### src/rtl/bsg_sha256_disassembler.sv
`timescale 1ns/1ps
`default_nettype none
// +----------------------------------------------------------------------------+
// | bsg_sha256_disassembler: serializes one 256-bit digest into ring words,    |
// | MS word first. Optional header word: define BSG_SHA256_DISASSEMBLER_HDR_EN.|
// | Revision: 1.0                                                              |
// +----------------------------------------------------------------------------+
module bsg_sha256_disassembler #(
  parameter int ring_width_p = 32,
  parameter int id_p         = 0
) (
  input  logic                    clk_i,
  input  logic                    reset_i,
  input  logic                    en_i,
  input  logic                    v_i,
  input  logic [255:0]            data_i,
  output logic                    ready_o,
  output logic                    v_o,
  output logic [ring_width_p-1:0] data_o,
  input  logic                    yumi_i
);

  localparam int N_WORDS = 256 / ring_width_p;
  localparam int CNT_W   = (N_WORDS > 1) ? $clog2(N_WORDS) : 1;
  localparam logic [CNT_W-1:0] CNT_LAST = CNT_W'(N_WORDS - 1);

  typedef enum logic [1:0] {
    S_IDLE = 2'd0,
    S_SEND = 2'd1,
    S_HDR  = 2'd2
  } state_e;

`ifdef BSG_SHA256_DISASSEMBLER_HDR_EN
  localparam state_e S_FIRST = S_HDR;
  localparam logic [7:0] ID8 = 8'(id_p);
  localparam logic [7:0] N8  = 8'(N_WORDS);

  if (ring_width_p < 16) begin : g_hdr_width_chk
    $error("bsg_sha256_disassembler: ring_width_p must be >= 16 with header enabled");
  end

  logic [ring_width_p-1:0] w_hdr;
  always_comb begin
    w_hdr       = '0;
    w_hdr[15:0] = {ID8, N8};
  end
`else
  localparam state_e S_FIRST = S_SEND;
`endif

  state_e             state_q, state_d;
  logic [CNT_W-1:0]   cnt_q, cnt_d;
  logic [255:0]       digest_q, digest_d;

  // Word select by shifting the digest left so the current word lands on top.
  logic [8:0]              w_shamt;
  logic [255:0]            w_shifted;
  logic [ring_width_p-1:0] w_word;
  assign w_shamt   = 9'(cnt_q) * 9'(ring_width_p);
  assign w_shifted = digest_q << w_shamt;
  assign w_word    = w_shifted[255 -: ring_width_p];

  always_comb begin
    state_d  = state_q;
    cnt_d    = cnt_q;
    digest_d = digest_q;
    ready_o  = 1'b0;
    v_o      = 1'b0;
    data_o   = '0;
    if (en_i && !reset_i) begin
      case (state_q)
        S_IDLE: begin
          ready_o = 1'b1;
          if (v_i) begin
            digest_d = data_i;
            cnt_d    = '0;
            state_d  = S_FIRST;
          end
        end
`ifdef BSG_SHA256_DISASSEMBLER_HDR_EN
        S_HDR: begin
          v_o    = 1'b1;
          data_o = w_hdr;
          if (yumi_i) state_d = S_SEND;
        end
`endif
        S_SEND: begin
          v_o    = 1'b1;
          data_o = w_word;
          if (yumi_i) begin
            if (cnt_q == CNT_LAST) state_d = S_IDLE;
            else                   cnt_d   = cnt_q + CNT_W'(1);
          end
        end
        default: state_d = S_IDLE;
      endcase
    end
  end

  always_ff @(posedge clk_i) begin
    if (reset_i) begin
      state_q  <= S_IDLE;
      cnt_q    <= '0;
      digest_q <= '0;
    end else begin
      state_q  <= state_d;
      cnt_q    <= cnt_d;
      digest_q <= digest_d;
    end
  end

endmodule
`default_nettype wire

### config.mk
export PLATFORM = sky130hd
export DESIGN_NAME = bsg_sha256_disassembler
export DESIGN_NICKNAME = d
export VERILOG_FILES = /design/src/rtl/bsg_sha256_disassembler.sv
export SDC_FILE = /design/constraint.sdc
export NUM_CORES = 1
export LEC_CHECK = 0
export CORE_ASPECT_RATIO = 0.75
export CORE_MARGIN = 1
export CORE_UTILIZATION = 30
export DETAILED_ROUTE_END_ITERATION = 6
export DONT_BUFFER_PORTS = 1
export PLACE_DENSITY_LB_ADDON = 0.12
export SETUP_SLACK_MARGIN = 0.4
export SLEW_MARGIN = 20
export SYNTH_ARGS = -nofsm -noshare
export SYNTH_HDL_FRONTEND = slang
export SYNTH_SLANG_ARGS = --single-unit
export TNS_END_PERCENT = 10
### constraint.sdc
create_clock -name clk_i -period 1.7 [get_ports clk_i]
set_input_delay 0.34 -clock clk_i [delete_from_list [all_inputs] [get_ports clk_i]]
set_output_delay 0.34 -clock clk_i [all_outputs]
set_load 0.01 [all_outputs]
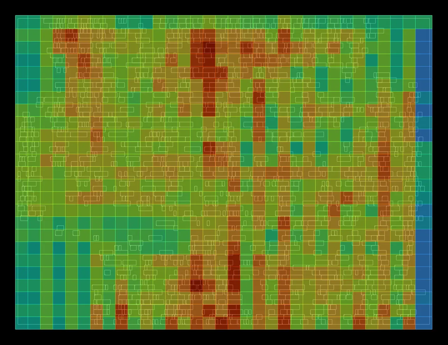
**Above:** run 1 (congestion heat map).
layer with the highest usage: met1
GRT Total Usage: 20.16%
average wire per standard cell: 21.72 µm

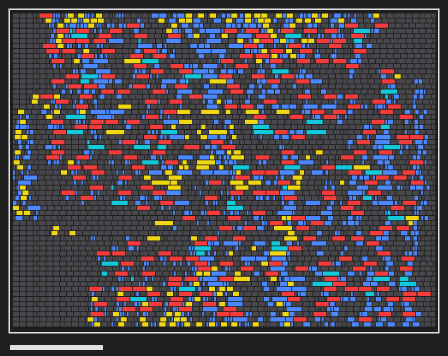
**Above:** run 1 (placed cells, one color a class).
The bar under the picture is 50 µm long. Fill, decap, tap and diode cells in gray.
| class | color | cells |
|---|---|---|
| remaining buffers and delay cells | yellow | 190 |
| sequential cells | red | 260 |
| clock drivers and dummy loads | cyan | 56 |
| remaining logic cells | blue | 889 |
# rows: 62
core area: 0.03832 mm²
Finished Cell Area: 0.01578 mm²
flop share of the area: 33.04%

==> results.toml, run 1 <==
# generated from flow reports
[setup_path]
crit_arrival_ns = 2.06
reg2reg_from = "cnt_q[0]$_SDFFE_PP0P_"
path_max_fanout = 5
cp-start-kind = "register"
r2r_end = "cnt_q[1]$_SDFFE_PP0P_"
worstSetupPathType = "reg -> out"
worstSetupStartpoint = "cnt_q[0]$_SDFFE_PP0P_"
r2r_setup_slack_ns = -0.28
r2r_cells = 10
endpoint_kind = "primary output"
crit_required_ns = 1.36

[place]
dp_cells = 1701
dp_hpwl_um = 29100
place_congestion = 0.8869
io_buffers = 0
place_ws_ns = -0.1137

[clock_tree]
numClockSinks = 260
cts_inserted_buffers = 30
cts_root_buffer = "clkbuf_16"
htree_levels = 1
cts.reportedPaths.clkPinSlew_ns = 0.06
tritoncts = "done"
clock_latency_ns = 0.56
clockBufferDepth = 3

[detailed_routing]
first_pass_iters = 5
drt-initial-drc-count = 729
drc = 0
avgViaCountPerCell = 4.948
final_antenna_net_count = 0

[timing]
setup-tns-final_ns = -22.18
finalCriticalPeriod_ns = 2.401
slew_headroom_pct = 56.65
period_used_pct = 141.2
fin_hold_ws_ns = -0.1403
clock_skew_ns = 0.005624
setup_violations = 71
final-hold-violation-count = 161
fmax_ghz = 0.4165
report.final.slew_viol_count = 0
grt_setup_unrepaired = "yes"
setup_ws_ns = -0.7012
tightest_slew_ns = 0.6502

[synthesis]
fp_nets = 1520
top_area_cell = "dfxtp_1"
topCellsByArea = "dfxtp_1 44%, nand2_1 13%, mux4_2 12%"
dominantRegCellSynth = "dfxtp_1"
ys_chip_area_mm2 = 0.01170
edf_count = 0
top_cells_by_count = "414 x nand2_1, 260 x dfxtp_1, 159 x a21oi_1, 100 x a21oi_2, 100 x nand2_2"
top_cell_area_share_pct = 44.49
synth_warnings = 0
ys_types = 28
netlist_instances = 1257
avgSynthCellArea_um2 = 9.307
yosys_cells = 1257
ys_seq_share_pct = 44.49
netlist_area_mm2 = 0.01170
most_common_cell = "nand2_1"
ys_async_sr_fraction_pct = 0
ys_ff = 260

[layout]
area_growth_pct = 34.88
nNetsFinal = 1634
num-fill-cells = 3797
layout-drive-gt1-share_pct = 37.35
fin_cells = 1914
logic_area_mm2 = 0.006586
regArea_mm2 = 0.005214

[power]
intPower_mw = 11.26
peakVddDrop_mv = 0.8310
p_seq_share_pct = 44.0
sw_frac_of_total_pct = 23.21
leakagePower_nw = 5.424
power.switching_mw = 3.402
power_frac_comb_pct = 8.0
clock_power_share_pct = 48.0
pwr_density_cell_mw_per_mm2 = 929.0

[min_path]
min_path_cells = 1
hold_end = "digest_q[109]$_SDFFE_PP0P_"
min_from = "reset_i"
hp-class = "in -> reg"

[floorplan]
fp_util_pct = 30.53
boundaryPins = 295
dieArea_mm2 = 0.03980
die_h_um = 173.0
die_w_um = 230.0

[grt]
grt_max_degree = 262
grt_pass1_wl_um = 60240
grt_pass1_vias = 9108
grt_overflow = 0
grt_antenna_before_repair = 8

[run]
cap_violations = 0
tool_warnings = 37

[status]
violations = "hold timing, setup timing"
status = "complete, but fails checks"
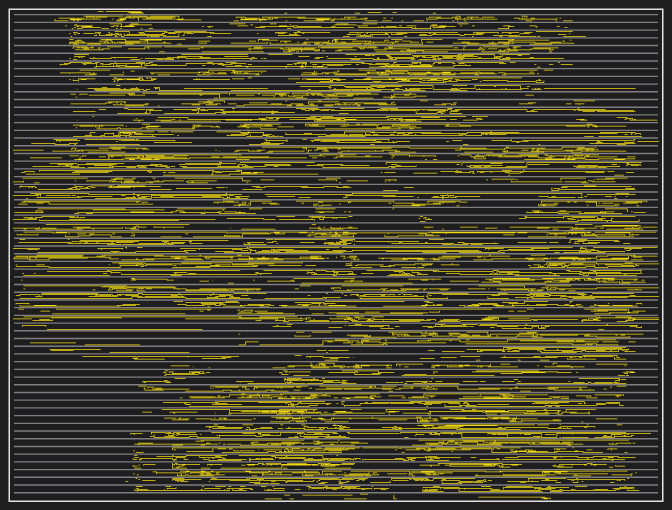
**Above:** run 1 (signal wires on met1).
Supply wires on this layer in gray.
nets with wire on the layer: 1499
main direction: horizontal
share of all routed wire: 53%
longest straight run: 81.4 µm
wire length on this layer: 21.9 mm
via count: 9470
DRT Wirelength: 41570 µm

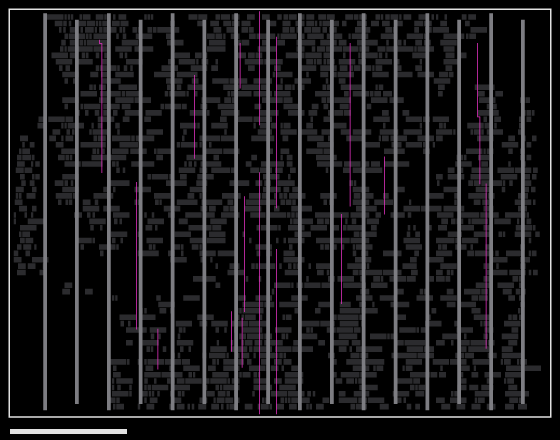
**Above:** run 1 (the metal 4 layer).
The bar under the picture is 50 µm long. Supply wires on this layer in gray. Cells faint in the background.
wire length on this layer: 835 µm
longest straight run: 103 µm
share of all routed wire: 2.0%
main direction: vertical
nets with wire on the layer: 8

==> run 1: power by group through the flow <==
stage          Combinational (mW)  Clock, mW  Sequential, mW
2_1_floorplan               0.728          0            6.49
6_report                     1.17       7.04            6.45
3_5_place_dp                0.740          0            6.56
4_1_cts                      1.10       7.20            6.44
3_3_place_gp                0.723          0            6.57
5_1_grt                      1.27       7.43            6.46
==> run 1: cells by family (layout without fill, tap and decap cells) <==
logic type / count (synthesis) / after routing / synth area share, %
and+or+nand+nor: 525 / 525 / 19.26
DFF: 260 / 260 / 44.49
other: 0 / 7 / 0
buffers and inverters: 110 / 248 / 6.706
adders and majority gates: 2 / 2 / 0.2139
muxes: 65 / 65 / 12.41
AOI/OAI and AO/OA: 295 / 295 / 16.92
==> run 1: final cells by class <==
| class | instances | area share, % |
|---|---|---|
| diodes | 7 | 0.1110 |
| clock buffers | 46 | 5.908 |
| clock inverters | 10 | 0.9912 |
| inverters | 2 | 0.04758 |
| multi-input cells | 887 | 41.74 |
| flip-flops and latches | 260 | 33.04 |
| well taps | 512 | 4.060 |
| repair buffers | 190 | 14.10 |
==> run 1: through the flow <==
step                hold slack (ns)  total power [mW]  instance area, µm²  util (%)
floorplan                    0.4331             7.213               11790         -
global placement             0.4352             7.296               12100     31.58
detailed placement           0.4379             7.299               12100     31.58
CTS                         -0.1718             14.74               15280     39.86
global route                -0.1639             15.16               15780     41.17
finish                      -0.1403             14.66               15780     41.17
==> run 1: repair_timing <==
item	4_1_cts	5_1_grt
pin swaps	146	62
setup buffers	6	9
cloned	2	5
hold buffers	111	17
endpoints found under the hold margin	258	258
endpoints found under the setup margin	294	294
resized	220	21
==> run 1: layer usage <==
layer | vias to the layer above | track usage (%) | share of wire [%]
li1 | 4503 | - | -
met1 | 4655 | 32.47 | 53
met2 | 269 | 25.39 | 39
met3 | 43 | 5.112 | 6.6
met4 | 0 | 5.712 | 2.0
met5 | - | 0 | 0
==> run 1: registers in the layout, summed over array words and instances (netlist names) <==
name,count
state_q,1
cnt_q,3
digest_q,256
==> run 1: worst max-delay path, stage by stage, from the launching register on <==
cell	delay (ns)
dfxtp_4	0.36
buf_12	0.14
buf_12	0.12
buf_16	0.13
buf_6	0.11
mux4_2	0.36
a22o_4	0.27
==> run 1: how the worst max path moves through the flow <==
stage / cells after the start / end / slack (ns)
detailed placement: 3 / data_o[24] / -0.11
global route: 6 / data_o[30] / -0.75
floorplan: 5 / data_o[1] / -0.05
global placement: 3 / data_o[29] / -0.1
CTS: 3 / data_o[3] / -0.71
finish: 6 / data_o[30] / -0.70
==> run 1: placed cells by master (no fill, tap or decap), types with 10 or more instances in the layout <==
master,count
clkbuf_8,10
buf_12,17
dfxtp_1,257
nand2_4,72
a21oi_2,133
buf_4,24
clkbuf_16,36
a21oi_1,126
mux4_2,64
a22o_1,27
nand2_1,321
dlygate4sd3_1,128
nand2_2,116
==> run 1 -> run 2 <==
- CORE_MARGIN: 1 -> default
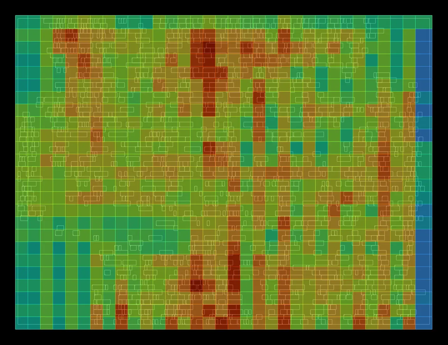
**Above:** run 2 (congestion heat map).
GRT met1 Usage: 32.47%
Final Util: 41.17%
met3 usage: 5.112%
GR Util met2: 25.39%

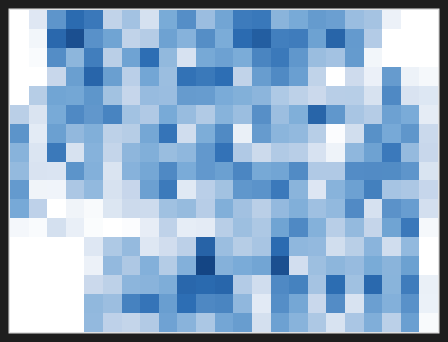
**Above:** run 2 (cell area per tile).
23 x 17 tiles, from white (low) to dark blue (high), 0 to 100% covered.
nearly empty tiles: 11%
tiles over 75% full: 4.6%
mean over tiles: 38%
FP Core Util: 30.53%

==> run 2 against run 1 <==
The run still ends with hold timing, setup timing left. Critical endpoint unchanged. Largest power group unchanged. Combinational power barely moved. Count of clock-buffer cells in the layout unchanged. Setup slack unchanged. Routed wire length stayed put. Critical path type unchanged.
==> results.toml, run 2 <==
# generated from flow reports
[detailed_routing]
final_antenna_net_count = 0
via_count = 9470
drt-initial-drc-count = 729
detail_route.wl_per_cell_um = 21.72
avgViaCountPerCell = 4.948
wl_um = 41570
drc = 0
first_pass_iters = 5

[synthesis]
synth.logic.top_family = "simple AND/OR/NAND/NOR gates"
top_area_cell = "dfxtp_1"
ys_types = 28
ys_sh_simple_pct = 19.26
ys_async_sr_fraction_pct = 0
ys_seq_share_pct = 44.49
synth_warnings = 0
ys_ff = 260
ys_chip_area_mm2 = 0.01170
dominantRegCellSynth = "dfxtp_1"
fa_ha_area_share_pct = 0.2139
synth.area.mux_share_pct = 12.41
topCellsByArea = "dfxtp_1 44%, nand2_1 13%, mux4_2 12%"
yosys_cells = 1257
top_cells_by_count = "414 x nand2_1, 260 x dfxtp_1, 159 x a21oi_1, 100 x a21oi_2, 100 x nand2_2"
edf_count = 0
avgSynthCellArea_um2 = 9.307
synth-xor-area-share_pct = 0
fp_nets = 1520
netlist_instances = 1257
aoi_share_pct = 16.92
most_common_cell = "nand2_1"
top_cell_area_share_pct = 44.49
netlist_area_mm2 = 0.01170

[status]
status = "complete, but fails checks"
violations = "hold timing, setup timing"

[clock_tree]
numClockSinks = 260
cts.reportedPaths.clkPinSlew_ns = 0.06
clock_latency_ns = 0.56
clockBufferDepth = 3
cts_inserted_buffers = 30
tritoncts = "done"
cts_root_buffer = "clkbuf_16"
htree_levels = 1

[power]
peakVddDrop_mv = 0.8310
leakagePower_nw = 5.424
pwr_density_cell_mw_per_mm2 = 929.0

[run]
tool_warnings = 37
cap_violations = 0

[setup_path]
endpoint_kind = "primary output"
path_max_fanout = 5
worstSetupPathType = "reg -> out"
crit_arrival_ns = 2.06
cp-start-kind = "register"
crit_required_ns = 1.36

[timing]
fin_hold_ws_ns = -0.1403
slew_headroom_pct = 56.65
fmax_ghz = 0.4165
period_used_pct = 141.2
finalCriticalPeriod_ns = 2.401
grt_setup_unrepaired = "yes"
tightest_slew_ns = 0.6502
final-hold-violation-count = 161
setup_violations = 71
clock_skew_ns = 0.005624
setup_ws_ns = -0.7012
report.final.slew_viol_count = 0

[layout]
area_growth_pct = 34.88
largest-register = "digest_q"
reg.largest.list = "digest_q x256, cnt_q x3, state_q x1"
nNetsFinal = 1634
regArea_mm2 = 0.005214
final_cell_mix = "321 x nand2_1, 257 x dfxtp_1, 133 x a21oi_2"
mostFrequentLayoutCell = "nand2_1"
layout-drive-gt1-share_pct = 37.35
largest_reg_flops = 256
logic_area_mm2 = 0.006586
num-fill-cells = 3797
fin_area_mm2 = 0.01578

[grt]
grt_pass1_vias = 9108
grt_max_degree = 262
track_usage_pct = 20.16
grt_overflow = 0
grt_antenna_before_repair = 8
grt_pass1_wl_um = 60240

[place]
io_buffers = 0
place_congestion = 0.8869
place_ws_ns = -0.1137
dp_hpwl_um = 29100
place_area_mm2 = 0.01210

[floorplan]
die_w_um = 230.0
rows = 62
dieArea_mm2 = 0.03980
boundaryPins = 295
die_h_um = 173.0
core_region_area_mm2 = 0.03832

[min_path]
hp-class = "in -> reg"
[run 2: cell families (layout without fill, tap and decap cells)]
logic type,after synthesis,in the layout
other cells,0,7
flops,260,260
simple gates,525,525
compound gates,295,295
buf+inv,110,248
fa+ha+maj,2,2
mux,65,65
[run 2: path summary, 6_finish.rpt]
kind                                     end  slack, ns                       start  cells past startpoint
hold / removal    digest_q[109]$_SDFFE_PP0P_      -0.14                     reset_i                      1
setup reg to reg       cnt_q[1]$_SDFFE_PP0P_      -0.28       cnt_q[0]$_SDFFE_PP0P_                     10
hold reg to reg   digest_q[128]$_SDFFE_PP0P_       0.45  digest_q[128]$_SDFFE_PP0P_                      2
setup / recovery                  data_o[30]      -0.70       cnt_q[0]$_SDFFE_PP0P_                      6
[run 2: metal layers]
layer / wire (µm) / track usage, % / up-vias
met5: 0 / 0 / -
met3: 2736 / 5.112 / 43
met4: 834 / 5.712 / 0
met2: 16080 / 25.39 / 269
met1: 21920 / 32.47 / 4655
li1: - / - / 4503
[run 2: area by class of cell]
cell class	count	share of cell area [%]
antenna	7	0.1110
clock buffer	46	5.908
clock inverter	10	0.9912
inverter	2	0.04758
multi-input combinational	887	41.74
sequential	260	33.04
tap	512	4.060
timing repair buffer	190	14.10
[run 2: metrics by stage]
stage          utilization (%)  instances  TNS [ns]  power [mW]
2_1_floorplan                -       1257   -0.5229       7.213
3_3_place_gp             31.58       1701    -1.873       7.296
3_5_place_dp             31.58       1701    -2.187       7.299
4_1_cts                  39.86       1876    -21.37       14.74
5_1_grt                  41.17       1914    -26.28       15.16
6_report                 41.17       1914    -22.18       14.66
[run 2: what timing repair did]
action,in CTS,in global routing
buffers inserted,6,9
pin swaps,146,62
hold endpoints to repair,258,258
hold buffers,111,17
endpoints found under the setup margin,294,294
resized,220,21
cloned,2,5
[run 2: worst max-delay path: stages, from the launching register on]
cell	delay [ns]
dfxtp_4	0.36
buf_12	0.14
buf_12	0.12
buf_16	0.13
buf_6	0.11
mux4_2	0.36
a22o_4	0.27
[run 2: report_power, final]
group / leakage [nW] / internal, mW / switching (mW) / total, mW
combinational: 2.78 / 0.607 / 0.568 / 1.17
clock: 0.536 / 4.36 / 2.67 / 7.04
sequential: 2.11 / 6.29 / 0.161 / 6.45
Power is estimated from default activity; no workload was simulated.
